<file path="src/rtl/dma_row_sequencer.sv">
// dma_row_sequencer: takes whole decompressed rows over valid/ready and writes
// them into block RAM one BLOCK_SIZE-bit word per cycle, lowest word first, at
// consecutive addresses from a programmed base. It waits while another master
// holds the RAM port and pulses done once the programmed row count is written.
module dma_row_sequencer #(
   parameter int ROW_SIZE   = 16,
   parameter int BLOCK_SIZE = 4,
   parameter int ADDR_WIDTH = 16,
   parameter int CNT_WIDTH  = 8
) (
   input  logic                  clk,
   input  logic                  rst,
   input  logic                  start,
   input  logic [ADDR_WIDTH-1:0] base_addr,
   input  logic [CNT_WIDTH-1:0]  num_rows,
   input  logic                  row_valid,
   input  logic [ROW_SIZE-1:0]   row_data,
   output logic                  row_ready,
   input  logic                  ram_busy,
   output logic                  ram_enable,
   output logic                  ram_write,
   output logic [ADDR_WIDTH-1:0] ram_address,
   output logic [BLOCK_SIZE-1:0] ram_wdata,
   output logic                  busy,
   output logic                  done
);

   localparam int WORDS = ROW_SIZE / BLOCK_SIZE;
   localparam int IDX_W = (WORDS > 1) ? $clog2(WORDS) : 1;
   localparam logic [IDX_W-1:0] LAST_IDX = IDX_W'(WORDS - 1);

   typedef enum logic [1:0] {
      S_IDLE,
      S_WAIT_ROW,
      S_WRITE,
      S_FINISH
   } state_t;

   state_t                  state_q;
   state_t                  state_d;
   logic [ROW_SIZE-1:0]     row_buf_q;
   logic [IDX_W-1:0]        idx_q;
   logic [CNT_WIDTH-1:0]    rows_left_q;
   logic [ADDR_WIDTH-1:0]   addr_q;

   logic                    load_cfg;
   logic                    load_row;
   logic                    write_fire;
   logic                    last_word;

   // Word idx of the buffered row; word 0 is the least significant slice.
   function automatic logic [BLOCK_SIZE-1:0] word_sel(input logic [ROW_SIZE-1:0] row,
                                                      input logic [IDX_W-1:0]    idx);
      return row[32'(idx) * BLOCK_SIZE +: BLOCK_SIZE];
   endfunction

   // State register.
   always_ff @(posedge clk) begin
      if (rst) begin
         state_q <= S_IDLE;
      end else begin
         state_q <= state_d;
      end
   end

   // Next-state decode and all outputs; RAM address/data stay 0 unless a write fires.
   always_comb begin
      state_d     = state_q;
      row_ready   = 1'b0;
      ram_enable  = 1'b0;
      ram_write   = 1'b0;
      ram_address = '0;
      ram_wdata   = '0;
      busy        = (state_q != S_IDLE);
      done        = 1'b0;
      load_cfg    = 1'b0;
      load_row    = 1'b0;
      write_fire  = 1'b0;
      last_word   = (idx_q == LAST_IDX);

      case (state_q)
         S_IDLE: begin
            if (start) begin
               load_cfg = 1'b1;
               state_d  = (num_rows == '0) ? S_FINISH : S_WAIT_ROW;
            end
         end

         S_WAIT_ROW: begin
            row_ready = 1'b1;
            if (row_valid) begin
               load_row = 1'b1;
               state_d  = S_WRITE;
            end
         end

         S_WRITE: begin
            // Another master owns the port: hold everything, drive nothing.
            if (!ram_busy) begin
               ram_enable  = 1'b1;
               ram_write   = 1'b1;
               ram_address = addr_q;
               ram_wdata   = word_sel(row_buf_q, idx_q);
               write_fire  = 1'b1;
               if (last_word) begin
                  state_d = (rows_left_q == CNT_WIDTH'(1)) ? S_FINISH : S_WAIT_ROW;
               end
            end
         end

         S_FINISH: begin
            done    = 1'b1;
            state_d = S_IDLE;
         end

         default: begin
            state_d = S_IDLE;
         end
      endcase
   end

   // Row buffer, word index, remaining-row count and running address.
   always_ff @(posedge clk) begin
      if (rst) begin
         row_buf_q   <= '0;
         idx_q       <= '0;
         rows_left_q <= '0;
         addr_q      <= '0;
      end else begin
         if (load_cfg) begin
            addr_q      <= base_addr;
            rows_left_q <= num_rows;
         end
         if (load_row) begin
            row_buf_q <= row_data;
            idx_q     <= '0;
         end
         if (write_fire) begin
            // Address is free-running modulo 2^ADDR_WIDTH, so a wrap is silent.
            addr_q <= addr_q + ADDR_WIDTH'(1);
            if (last_word) begin
               idx_q       <= '0;
               rows_left_q <= rows_left_q - CNT_WIDTH'(1);
            end else begin
               idx_q <= idx_q + IDX_W'(1);
            end
         end
      end
   end

endmodule
</file>
<file path="config.mk">
export PLATFORM = sky130hd
export DESIGN_NAME = dma_row_sequencer
export DESIGN_NICKNAME = d
export VERILOG_FILES = /design/src/rtl/dma_row_sequencer.sv
export SDC_FILE = /design/constraint.sdc
export NUM_CORES = 1
export LEC_CHECK = 0
export CORE_UTILIZATION = 32
export DETAILED_ROUTE_END_ITERATION = 7
export GPL_TIMING_DRIVEN = 0
export SLEW_MARGIN = 10
export SYNTH_ARGS = -nofsm -noshare
export SYNTH_HDL_FRONTEND = slang
export SYNTH_SLANG_ARGS = --single-unit
</file>
<file path="constraint.sdc">
create_clock -name clk -period 2.2 [get_ports clk]
set_clock_uncertainty 0.2 [all_clocks]
set_input_delay 0.22 -clock clk [delete_from_list [all_inputs] [get_ports clk]]
set_output_delay 0.22 -clock clk [all_outputs]
set_load 0.01 [all_outputs]
</file>
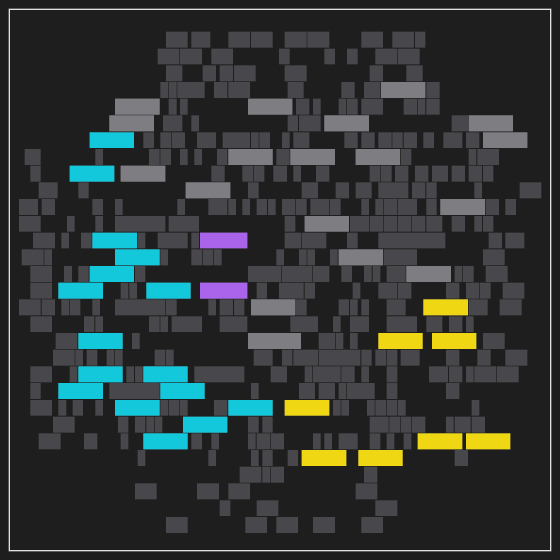
*Sequential cells colored by netlist name, run 1*
Key: cyan = row_buf_q [sequential cells 16]; yellow = rows_left_q [sequential cells 8, where south-east]; purple = idx_q [sequential cells 2]
Another 18 sequential cells are not colored.

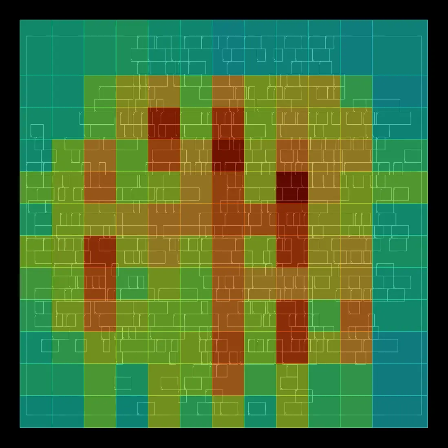
*Routing congestion map, run 1*
met3 GRT Util: 3.487%
met2 GRT Util: 31.85%
WL/cell: 14.81 microns

==> results.json, run 1 <==
{
  "cts_sinks": 44,
  "hpwl_microns": 5118,
  "syn_avg_cell_area_sq_um": 7.827,
  "holdPathStages": 2,
  "comb_cells": 231,
  "ys_sh_simple_pct": 29.58,
  "ys_chip_area_sq_mm": 0.002356,
  "ant_nets": 0,
  "final_max_slew_viol_count": 0,
  "synth_nets": 350,
  "ff_type": "dfxtp_1",
  "portBuffers": 68,
  "post_cts_buffers": 1,
  "yosysCellCount": 301,
  "wl_met3_microns": 471,
  "fmax_mhz": 472.7,
  "clockBufferDepth": 2,
  "rows": 30,
  "fin_nets": 426,
  "relSlewSlack_pct": 55.91,
  "synth.distinct_cells": 45,
  "seq_power_share_pct": 47.4,
  "arrival_ps": 1700,
  "grt.met1_usage_pct": 26.37,
  "antenna_found_initial": 0,
  "ys_async_sr_fraction_pct": 0,
  "yosys-dominant-comb-family": "simple AND/OR/NAND/NOR gates",
  "r2r-end": "addr_q[8]",
  "worstPathRequired_ps": 1780,
  "warnings": 27,
  "wl_met2_microns": 3343,
  "lay_top_count": "nand2_1",
  "mux_area_share_pct": 4.673,
  "edf_count": 0,
  "clkPwrFrac_pct": 35.4,
  "min_to": "addr_q[1]",
  "netlist_area_sq_mm": 0.002356,
  "grt_max_degree": 15,
  "swShare_pct": 26.76,
  "antenna_cells": 0,
  "critical_path_class": "reg2out",
  "status": "complete, no violations",
  "mostFrequentLayoutCells": "nand2_1, clkdlybuf4s50_1, dfxtp_1, a21oi_1, nor2_1",
  "biggestCellCategory": "logic gates",
  "fin_ws_ps": 84.56,
  "clock_area_share_pct": 3.715,
  "fp_util_pct": 33.93,
  "routedLengthMet1_microns": 3138,
  "sh_seq_area_pct": 27.15,
  "route.vias.total": 2475,
  "numCtsBuffers": 5
}
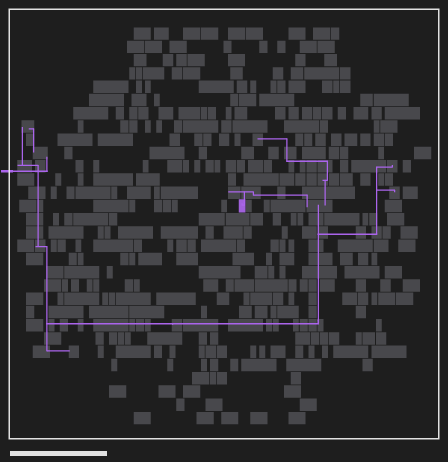
*Wires at chosen ports, followed through buffers, run 1*
The bar under the picture is 20 microns long.
Key: purple = ram_write [bits 1, direction output, end cells 1, buffers 3, wire 238 microns]

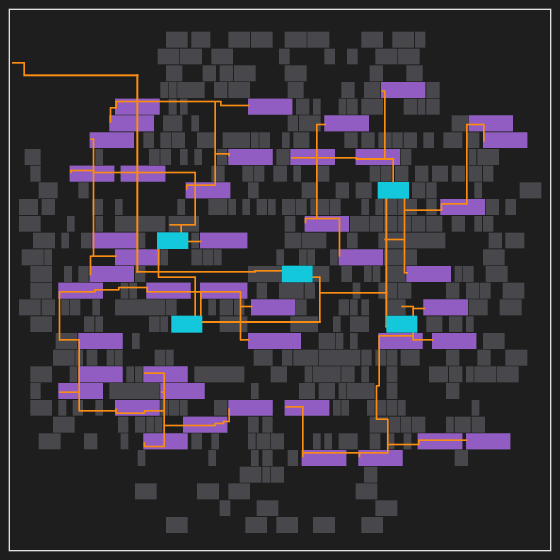
*Clock wires, drivers and flops, run 1*
Key: cyan = clock-net drivers [count 5]; purple = flip-flops [count 44]; orange = clock wires [length 591 microns]
There are 6 routed clock nets.

==> run 1: metrics by stage <==
step | utilization (%) | power (mW) | cell area [sq um] | instances
floorplan | - | 1.062 | 2356 | 301
global placement | 45.46 | 1.219 | 3157 | 465
detailed placement | 45.46 | 1.225 | 3157 | 465
CTS | 47.35 | 1.885 | 3288 | 474
global route | 47.04 | 1.970 | 3267 | 474
finish | 47.04 | 1.880 | 3267 | 474
==> run 1: worst max-delay path by stage <==
stage                     from  slack, ps              to
floorplan           state_q[1]        410    ram_wdata[0]
global route        state_q[1]          4  ram_address[2]
CTS                 state_q[1]          2            busy
global placement      ram_busy       -780  ram_address[6]
detailed placement    ram_busy       -800  ram_address[6]
finish              state_q[1]         80  ram_address[9]
==> run 1: synth_stat cells (5+ instances only) <==
cell type	instances	area share (%)
nand2_1	49	7.8
dfxtp_1	44	37
a21oi_1	35	7.4
nor2_1	26	4.1
and2_1	18	4.8
a31oi_1	13	3.5
clkbuf_1	11	1.8
o21ai_0	10	2.1
nand3_1	9	1.9
inv_1	8	1.3
nor4_1	7	1.9
buf_2	5	1.1
or3_1	5	1.3
==> run 1: critical path: stages, from the launching register on <==
cell and delay [ps]:
dfxtp_4 380, or3b_4 390, inv_2 100, buf_8 150
and2_1 120, dlygate4sd2_1 260
==> run 1: power groups by stage <==
stage / Combinational [mW] / Sequential (mW) / Clock [mW]
global placement: 0.313 / 0.906 / 0
detailed placement: 0.317 / 0.908 / 0
CTS: 0.321 / 0.889 / 0.675
floorplan: 0.167 / 0.895 / 0
finish: 0.324 / 0.890 / 0.666
global route: 0.359 / 0.900 / 0.712
==> run 1: flip-flops by register name, indices dropped and copies added (netlist names) <==
name	cells
addr_q	16
idx_q	2
row_buf_q	16
rows_left_q	8
state_q	2
==> run 1 -> run 2 <==
- SLEW_MARGIN: 10 -> not set
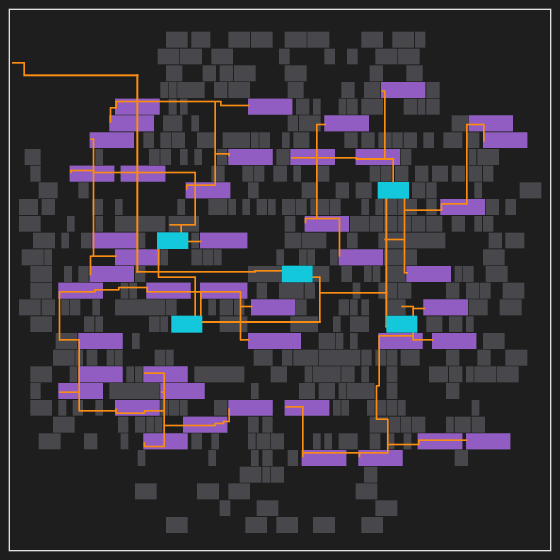
*Clock wires, drivers and flops, run 2*
Key: cyan = clock-net drivers [count 5]; orange = clock wires [length 591 microns]; purple = flip-flops [count 44]
There are 6 routed clock nets.
clk latency late pin: 300 ps
Clk. pwr: 0.666 mW
Clock power frac: 35.4%

==> results.json, run 2 <==
{
  "status": "complete, no violations",
  "grt_pass1_vias": 2362,
  "route.vias.total": 2475,
  "top_area_share_pct": 37.39,
  "mostFrequentLayoutCells": "nand2_1, clkdlybuf4s50_1, dfxtp_1, a21oi_1, nor2_1",
  "top_cell": "nand2_1",
  "topCellsByArea": "dfxtp_1, nand2_1, a21oi_1",
  "top_regs": "addr_q: 16 flops, row_buf_q: 16 flops, rows_left_q: 8 flops",
  "edf_count": 0,
  "rows": 30,
  "final_area_sq_mm": 0.003267,
  "clockBufferDepth": 2,
  "yosys-top-cells-count": "nand2_1, dfxtp_1, a21oi_1, nor2_1, and2_1",
  "ant_nets": 0,
  "fp_util_pct": 33.93,
  "fin_nets": 426,
  "dp_cells": 465,
  "grt_max_degree": 15,
  "slowest_stage": "or3b_4",
  "synth_nets": 350,
  "final_max_slew_viol_count": 0,
  "fin_cells": 474,
  "top_area_cell": "dfxtp_1",
  "fin_ws_ps": 84.56,
  "yosys-dominant-comb-family": "simple AND/OR/NAND/NOR gates",
  "critical_path_class": "reg2out",
  "netlist_area_sq_mm": 0.002356,
  "mux_area_share_pct": 4.673,
  "ys_async_sr_fraction_pct": 0,
  "wl_per_cell_microns": 14.81,
  "yosysCellCount": 301,
  "post_dp_cell_area_sq_mm": 0.003157,
  "lay_top_count": "nand2_1",
  "numCtsBuffers": 5,
  "arrival_ps": 1700,
  "seq_power_share_pct": 47.4,
  "worstPathRequired_ps": 1780,
  "ys_chip_area_sq_mm": 0.002356,
  "hpwl_microns": 5118,
  "warnings": 27,
  "antenna_found_initial": 0,
  "cts_sinks": 44,
  "swShare_pct": 26.76,
  "path_cells": "or3b_4, inv_2, buf_8, and2_1, dlygate4sd2_1",
  "critical-path-top-delay-family": "simple AND/OR/NAND/NOR gates",
  "antenna_cells": 0,
  "syn_avg_cell_area_sq_um": 7.827,
  "min_to": "addr_q[1]"
}
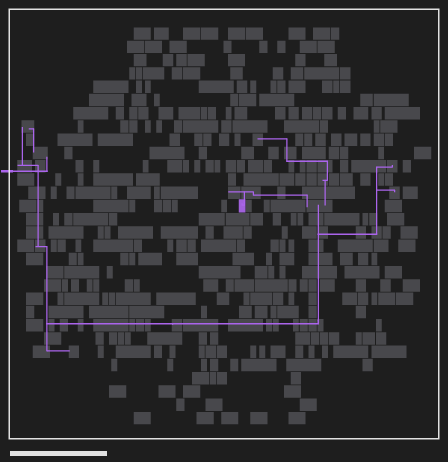
*Wires at chosen ports, followed through buffers, run 2*
The bar under the picture is 20 microns long.
Key: purple = ram_write [bits 1, direction output, end cells 1, buffers 3, wire 238 microns]

run 2: cell counts after synthesis:
Identical to the previous run, type by type.
run 2: layer usage:
layer | routed length (microns) | GRT usage, %
met1 | 3138 | 26.37
met2 | 3343 | 31.85
met5 | 0 | 0
met4 | 68 | 5.663
met3 | 471 | 3.487
run 2: cell families (layout without fill, tap and decap cells):
family / Yosys count / after routing
DFF: 44 / 44
and+or+nand+nor: 138 / 138
buffers and inverters: 26 / 103
muxes: 6 / 6
adders and majority gates: 4 / 4
AOI/OAI and AO/OA: 83 / 83
run 2: layout make-up:
cell class | count | share of cell area [%]
plain buffers | 18 | 3.524
clock buffers | 6 | 2.528
clock inverters | 2 | 1.187
inverters | 8 | 0.9192
multi-input cells | 231 | 42.13
flip-flops and latches | 44 | 27.15
well taps | 96 | 3.677
repair buffers | 69 | 18.88
run 2: worst max-delay path by stage:
stage | from | end | slack, ps | cells after the start
6_report | state_q[1] | ram_address[9] | 80 | 5
5_1_grt | state_q[1] | ram_address[2] | 4 | 4
4_1_cts | state_q[1] | busy | 2 | 4
3_5_place_dp | ram_busy | ram_address[6] | -800 | 6
3_3_place_gp | ram_busy | ram_address[6] | -780 | 6
2_1_floorplan | state_q[1] | ram_wdata[0] | 410 | 4
run 2: timing repair:
action                                  CTS  global route
buffers inserted                          1             0
endpoints found under the setup margin   24            27
gates cloned                              0             0
resized                                  41            37
endpoints found under the hold margin     0             0
pin swaps                                 0             0
run 2: power groups by stage:
stage | Sequential (mW) | Clock, mW | Combinational, mW
2_1_floorplan | 0.895 | 0 | 0.167
3_3_place_gp | 0.906 | 0 | 0.313
3_5_place_dp | 0.908 | 0 | 0.317
4_1_cts | 0.889 | 0.675 | 0.321
5_1_grt | 0.900 | 0.712 | 0.359
6_report | 0.890 | 0.666 | 0.324
No activity file was given, so power comes from the tool's default toggle rates.
